File: src/rtl/sum_batch_accumulator.sv
// ---------------------------------------------------------------------------
// sum_batch_accumulator
//
// Purpose:
//   Sits behind the registered adder stage and sums every N consecutive
//   results into a wider running total. Each completed batch total is
//   presented on a valid/ready output port through a one-entry output
//   register. The adder cannot be stalled, so every input beat is accepted.
//   Batch overflow is flagged alongside the total. A completed batch that
//   cannot be stored because the output register is still occupied is
//   discarded, and the sticky drop_err flag records the loss.
//
// Parameters:
//   W      input data width (matches the adder result width)
//   N      results per batch, 2..255
//   ACC_W  accumulator / output width, W..W+8
//
// Ports:
//   clk        rising-edge clock
//   rst        asynchronous, active-high reset
//   in_valid   result strobe from the adder
//   in_data    unsigned result value from the adder
//   clear      synchronous abort: empties the accumulator and the output
//              register, and clears drop_err
//   out_valid  out_sum/out_ovf hold a completed batch
//   out_ready  consumer accepts the batch when high together with out_valid
//   out_sum    batch total
//   out_ovf    batch total exceeded 2^ACC_W-1 during accumulation
//   busy       accumulator holds part of an incomplete batch
//   drop_err   sticky: a completed batch was discarded
//
// Build option:
//   SUM_ACC_SATURATE_EN  when defined, the accumulator clamps at 2^ACC_W-1
//                        on overflow. When undefined, it wraps modulo
//                        2^ACC_W. out_ovf behaves the same in both builds.
// ---------------------------------------------------------------------------
module sum_batch_accumulator #(
  parameter int W     = 10,
  parameter int N     = 4,
  parameter int ACC_W = 14
) (
  input  logic             clk,
  input  logic             rst,
  input  logic             in_valid,
  input  logic [W-1:0]     in_data,
  input  logic             clear,
  output logic             out_valid,
  input  logic             out_ready,
  output logic [ACC_W-1:0] out_sum,
  output logic             out_ovf,
  output logic             busy,
  output logic             drop_err
);

  // The counter only ever holds 0..N-1. The beat that would bring it to N
  // completes the batch and returns it to 0 instead.
  localparam int                CNT_W    = (N > 2) ? $clog2(N) : 1;
  localparam logic [CNT_W-1:0]  LAST_CNT = CNT_W'(N - 1);
  localparam logic [ACC_W-1:0]  ACC_MAX  = '1;

  // Accumulator states
  localparam logic [0:0] S_EMPTY   = 1'b0;
  localparam logic [0:0] S_ACCUM   = 1'b1;

  // Output register states
  localparam logic [0:0] OUT_EMPTY = 1'b0;
  localparam logic [0:0] OUT_FULL  = 1'b1;

  logic [0:0]       acc_state;
  logic [CNT_W-1:0] cnt;
  logic [ACC_W-1:0] acc;
  logic             batch_ovf;

  logic [0:0]       out_state;
  logic [ACC_W-1:0] out_sum_q;
  logic             out_ovf_q;
  logic             drop_q;

  logic             accept;
  logic             transfer;
  logic             complete;
  logic             load;
  logic             discard;
  logic [ACC_W-1:0] in_ext;
  logic [ACC_W:0]   sum_ext;
  logic             carry;
  logic [ACC_W-1:0] acc_add;
  logic             ovf_add;

  // Add the new beat to the running total. The extra top bit of sum_ext
  // catches the carry that defines a batch overflow. Once the saturating
  // build has clamped at ACC_MAX, any further non-zero beat carries again,
  // so the value stays clamped without extra state.
  always_comb begin
    in_ext  = ACC_W'(in_data);
    sum_ext = {1'b0, acc} + {1'b0, in_ext};
    carry   = sum_ext[ACC_W];
`ifdef SUM_ACC_SATURATE_EN
    acc_add = carry ? ACC_MAX : sum_ext[ACC_W-1:0];
`else
    acc_add = sum_ext[ACC_W-1:0];
`endif
    ovf_add = batch_ovf | carry;
  end

  // Handshake and completion decisions. clear overrides both the input beat
  // and any pending output transfer on the same edge. A completing batch
  // may reuse the output slot that is being drained on the same edge.
  // Otherwise a full slot forces the new batch to be dropped.
  always_comb begin
    accept   = in_valid & ~clear;
    transfer = (out_state == OUT_FULL) & out_ready & ~clear;
    complete = accept & (cnt == LAST_CNT);
    load     = complete & ((out_state == OUT_EMPTY) | transfer);
    discard  = complete & ~load;
  end

  // Accumulator: collects beats until the Nth one. On the completion edge
  // the total moves on (or is dropped), and the accumulator restarts empty.
  always_ff @(posedge clk or posedge rst) begin
    if (rst) begin
      acc_state <= S_EMPTY;
      cnt       <= '0;
      acc       <= '0;
      batch_ovf <= 1'b0;
    end else if (clear) begin
      acc_state <= S_EMPTY;
      cnt       <= '0;
      acc       <= '0;
      batch_ovf <= 1'b0;
    end else if (accept) begin
      if (complete) begin
        acc_state <= S_EMPTY;
        cnt       <= '0;
        acc       <= '0;
        batch_ovf <= 1'b0;
      end else begin
        acc_state <= S_ACCUM;
        cnt       <= cnt + CNT_W'(1);
        acc       <= acc_add;
        batch_ovf <= ovf_add;
      end
    end
  end

  // One-entry output register with sticky drop reporting. The held batch
  // stays unchanged while it waits for out_ready, even if later batches
  // complete and are discarded in the meantime.
  always_ff @(posedge clk or posedge rst) begin
    if (rst) begin
      out_state <= OUT_EMPTY;
      out_sum_q <= '0;
      out_ovf_q <= 1'b0;
      drop_q    <= 1'b0;
    end else if (clear) begin
      out_state <= OUT_EMPTY;
      out_sum_q <= '0;
      out_ovf_q <= 1'b0;
      drop_q    <= 1'b0;
    end else begin
      if (load) begin
        out_state <= OUT_FULL;
        out_sum_q <= acc_add;
        out_ovf_q <= ovf_add;
      end else if (transfer) begin
        out_state <= OUT_EMPTY;
      end
      if (discard) begin
        drop_q <= 1'b1;
      end
    end
  end

  assign out_valid = (out_state == OUT_FULL);
  assign out_sum   = out_sum_q;
  assign out_ovf   = out_ovf_q;
  assign busy      = (acc_state == S_ACCUM);
  assign drop_err  = drop_q;

endmodule

File: config.mk
export PLATFORM = sky130hd
export DESIGN_NAME = sum_batch_accumulator
export DESIGN_NICKNAME = d
export VERILOG_FILES = /design/src/rtl/sum_batch_accumulator.sv
export SDC_FILE = /design/constraint.sdc
export NUM_CORES = 1
export LEC_CHECK = 0
export CAP_MARGIN = 20
export CORE_AREA = 2 2 45 89
export CTS_BUF_LIST = sky130_fd_sc_hd__clkbuf_8
export DETAILED_ROUTE_END_ITERATION = 10
export DIE_AREA = 0 0 47 91
export PLACE_DENSITY = 0.91
export SETUP_SLACK_MARGIN = 0.2
export SYNTH_ARGS = -nofsm -noshare
export SYNTH_HDL_FRONTEND = slang
export SYNTH_SLANG_ARGS = --single-unit
File: constraint.sdc
create_clock -name clk -period 3.01 [get_ports clk]
set_input_delay 0.301 -clock clk [delete_from_list [all_inputs] [get_ports clk]]
set_output_delay 0.301 -clock clk [all_outputs]
set_load 0.05 [all_outputs]
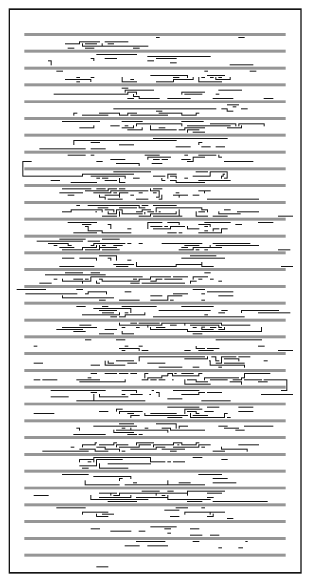
Figure 1: M1 wires.
Supply wires on this layer in gray.
The layer holds 37% of the routed length. The layer carries 1,610 µm of wire. The wires run mostly horizontal. 243 nets have wire on it.

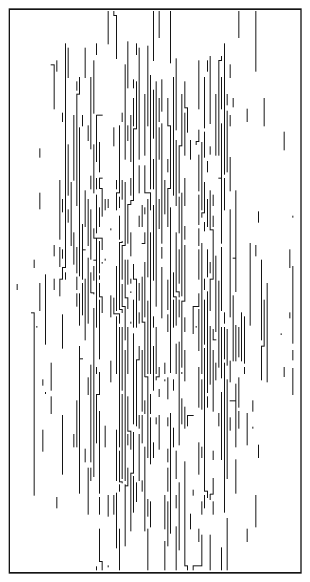
Figure 2: the metal 2 layer.
The layer holds 56% of the routed length. 233 nets have wire on it.

==> cell families after synthesis <==
logic type | Yosys count | synth area share
AND/OR/NAND/NOR | 66 | 0.1809
AND-OR/OR-AND | 55 | 0.1952
flip-flops | 35 | 0.4540
buffers and inverters | 17 | 0.03307
adder cells (fa/ha/maj) | 12 | 0.08171
XOR/XNOR | 11 | 0.04994
multiplexers | 1 | 0.005188
==> layer usage <==
metal  GRT usage  vias to the layer above  wire (µm)
li1            -                      769          -
met5           0                        -          0
met2      0.3870                       50       2418
met3     0.03181                       13        138
met4      0.1181                        0        137
met1      0.2737                      802       1606
==> cell usage after synthesis (5+ instances only) <==
master     n  area (µm²)
o21ai_0    5       25.02
a22o_1     9       78.83
a21oi_1   14       70.07
xnor2_1    8       70.07
nand3b_1   7       52.55
o21ai_1    7       35.03
a21o_1     5       37.54
ha_1      11       137.6
nand2_1   23       86.33
inv_1      9       33.78
clkbuf_1   8       30.03
dfrtp_1   35       875.8
nor2_1    12       45.04
==> per-stage QoR <==
| step | area, µm² | util | instances |
|---|---|---|---|
| 5_1_grt | 2431 | 0.6813 | 283 |
| 3_5_place_dp | 2318 | 0.6497 | 275 |
| 2_1_floorplan | 1929 | - | 197 |
| 6_report | 2431 | 0.6813 | 283 |
| 3_3_place_gp | 2318 | 0.6497 | 275 |
| 4_1_cts | 2431 | 0.6813 | 283 |
==> sequential cells by signal, indices dropped and copies added, names as in the netlist <==
name       cells
drop_err       1
acc           14
out_ovf        1
out_valid      1
cnt            2
busy           1
batch_ovf      1
out_sum       14
==> how the worst max path moves through the flow <==
stage | start | to | slack (ps)
2_1_floorplan | acc[0] | out_ovf | 730
3_3_place_gp | in_data[0] | out_ovf | 270
3_5_place_dp | in_data[0] | out_ovf | 230
4_1_cts | in_data[0] | out_ovf | 510
5_1_grt | in_data[0] | out_ovf | 380
6_report | in_data[0] | out_ovf | 500
==> cell usage in the layout, fill, tap and decap left out, drive strengths merged, types with 8 or more instances in the layout <==
master,instances
dfrtp,35
clkdlybuf4s50,32
nand2,23
a21oi,14
o21ai,13
nor2,12
ha,11
inv,9
a22o,9
xnor2,8
==> worst reg2reg max path: cells and delay by family, from the launching register on <==
family	cells	cell delay (ps)
simple gates	3	670
buf+inv	1	80
compound gates	3	810
fa+ha+maj	2	410
flops	1	390
==> power by group through the flow <==
stage	Clock [mW]	Combinational, mW	Sequential [mW]
2_1_floorplan	0	0.203	0.528
3_3_place_gp	0	0.278	0.518
3_5_place_dp	0	0.284	0.520
4_1_cts	0.429	0.288	0.511
5_1_grt	0.449	0.320	0.515
6_report	0.421	0.289	0.511
==> layout make-up <==
type	instances	area share
clock buffer	5	0.02831
timing repair buffer	37	0.1472
inverter	9	0.01390
tap	49	0.02522
multi-input combinational	145	0.4071
clock inverter	3	0.01801
sequential	35	0.3603
==> impl_metrics.yaml <==
# flow metrics
setup_path:
  timing.rr.start: "acc[0]"
  required_ps: 3190
  path_cells: "clkdlybuf4s50_1 -> ha_1 -> inv_1 -> fa_1 -> nor2b_1 -> o31a_1 -> or4b_4 -> a31oi_4 -> nor3_2 -> o31a_1"
  cp.depth: 10
  cp_num_buf_inv: 2
  reg2reg_depth: 9
  reg2reg_to: "out_ovf"
clocking:
  cts_num_sinks: 35
  cts_hold_buf: 0
  cts_setup_buffers: 0
  cts-root-buf: "clkbuf_8"
  clk_latency_ps: 290
final_layout:
  drive_gt1_frac: 0.07265
  area_growth_pct: 26.01
drt:
  vias_per_cell: 5.774
  wire_per_inst_um: 15.20
global_routing:
  grt_max_degree: 36
  first_global_vias: 1678
power:
  clockPowerShare: 0.345
  leakage_nw: 1.115
floorplanning:
  die_w_um: 47
  die_area_mm2: 0.004277
sta:
  holdWs_ps: 395.1
  max_slew.worst_pin.slew_ps: 507.9
  rsz0062_at_grt: "no"
  setup_tns_ps: 0
placed_design:
  post-place-ws_ps: 230.3
  dp_hpwl_mm: 3.097
logic_synthesis:
  synth_cell_type_count: 37
  yosys-stat-area_mm2: 0.001929
  yosysWarnings: 0
  ys_seq_frac: 0.4540
  ys_ff: 35
status:
  outcome: "finished, final reports clean"
run:
  tool_warnings: 26
Power is estimated from default activity; no workload was simulated.
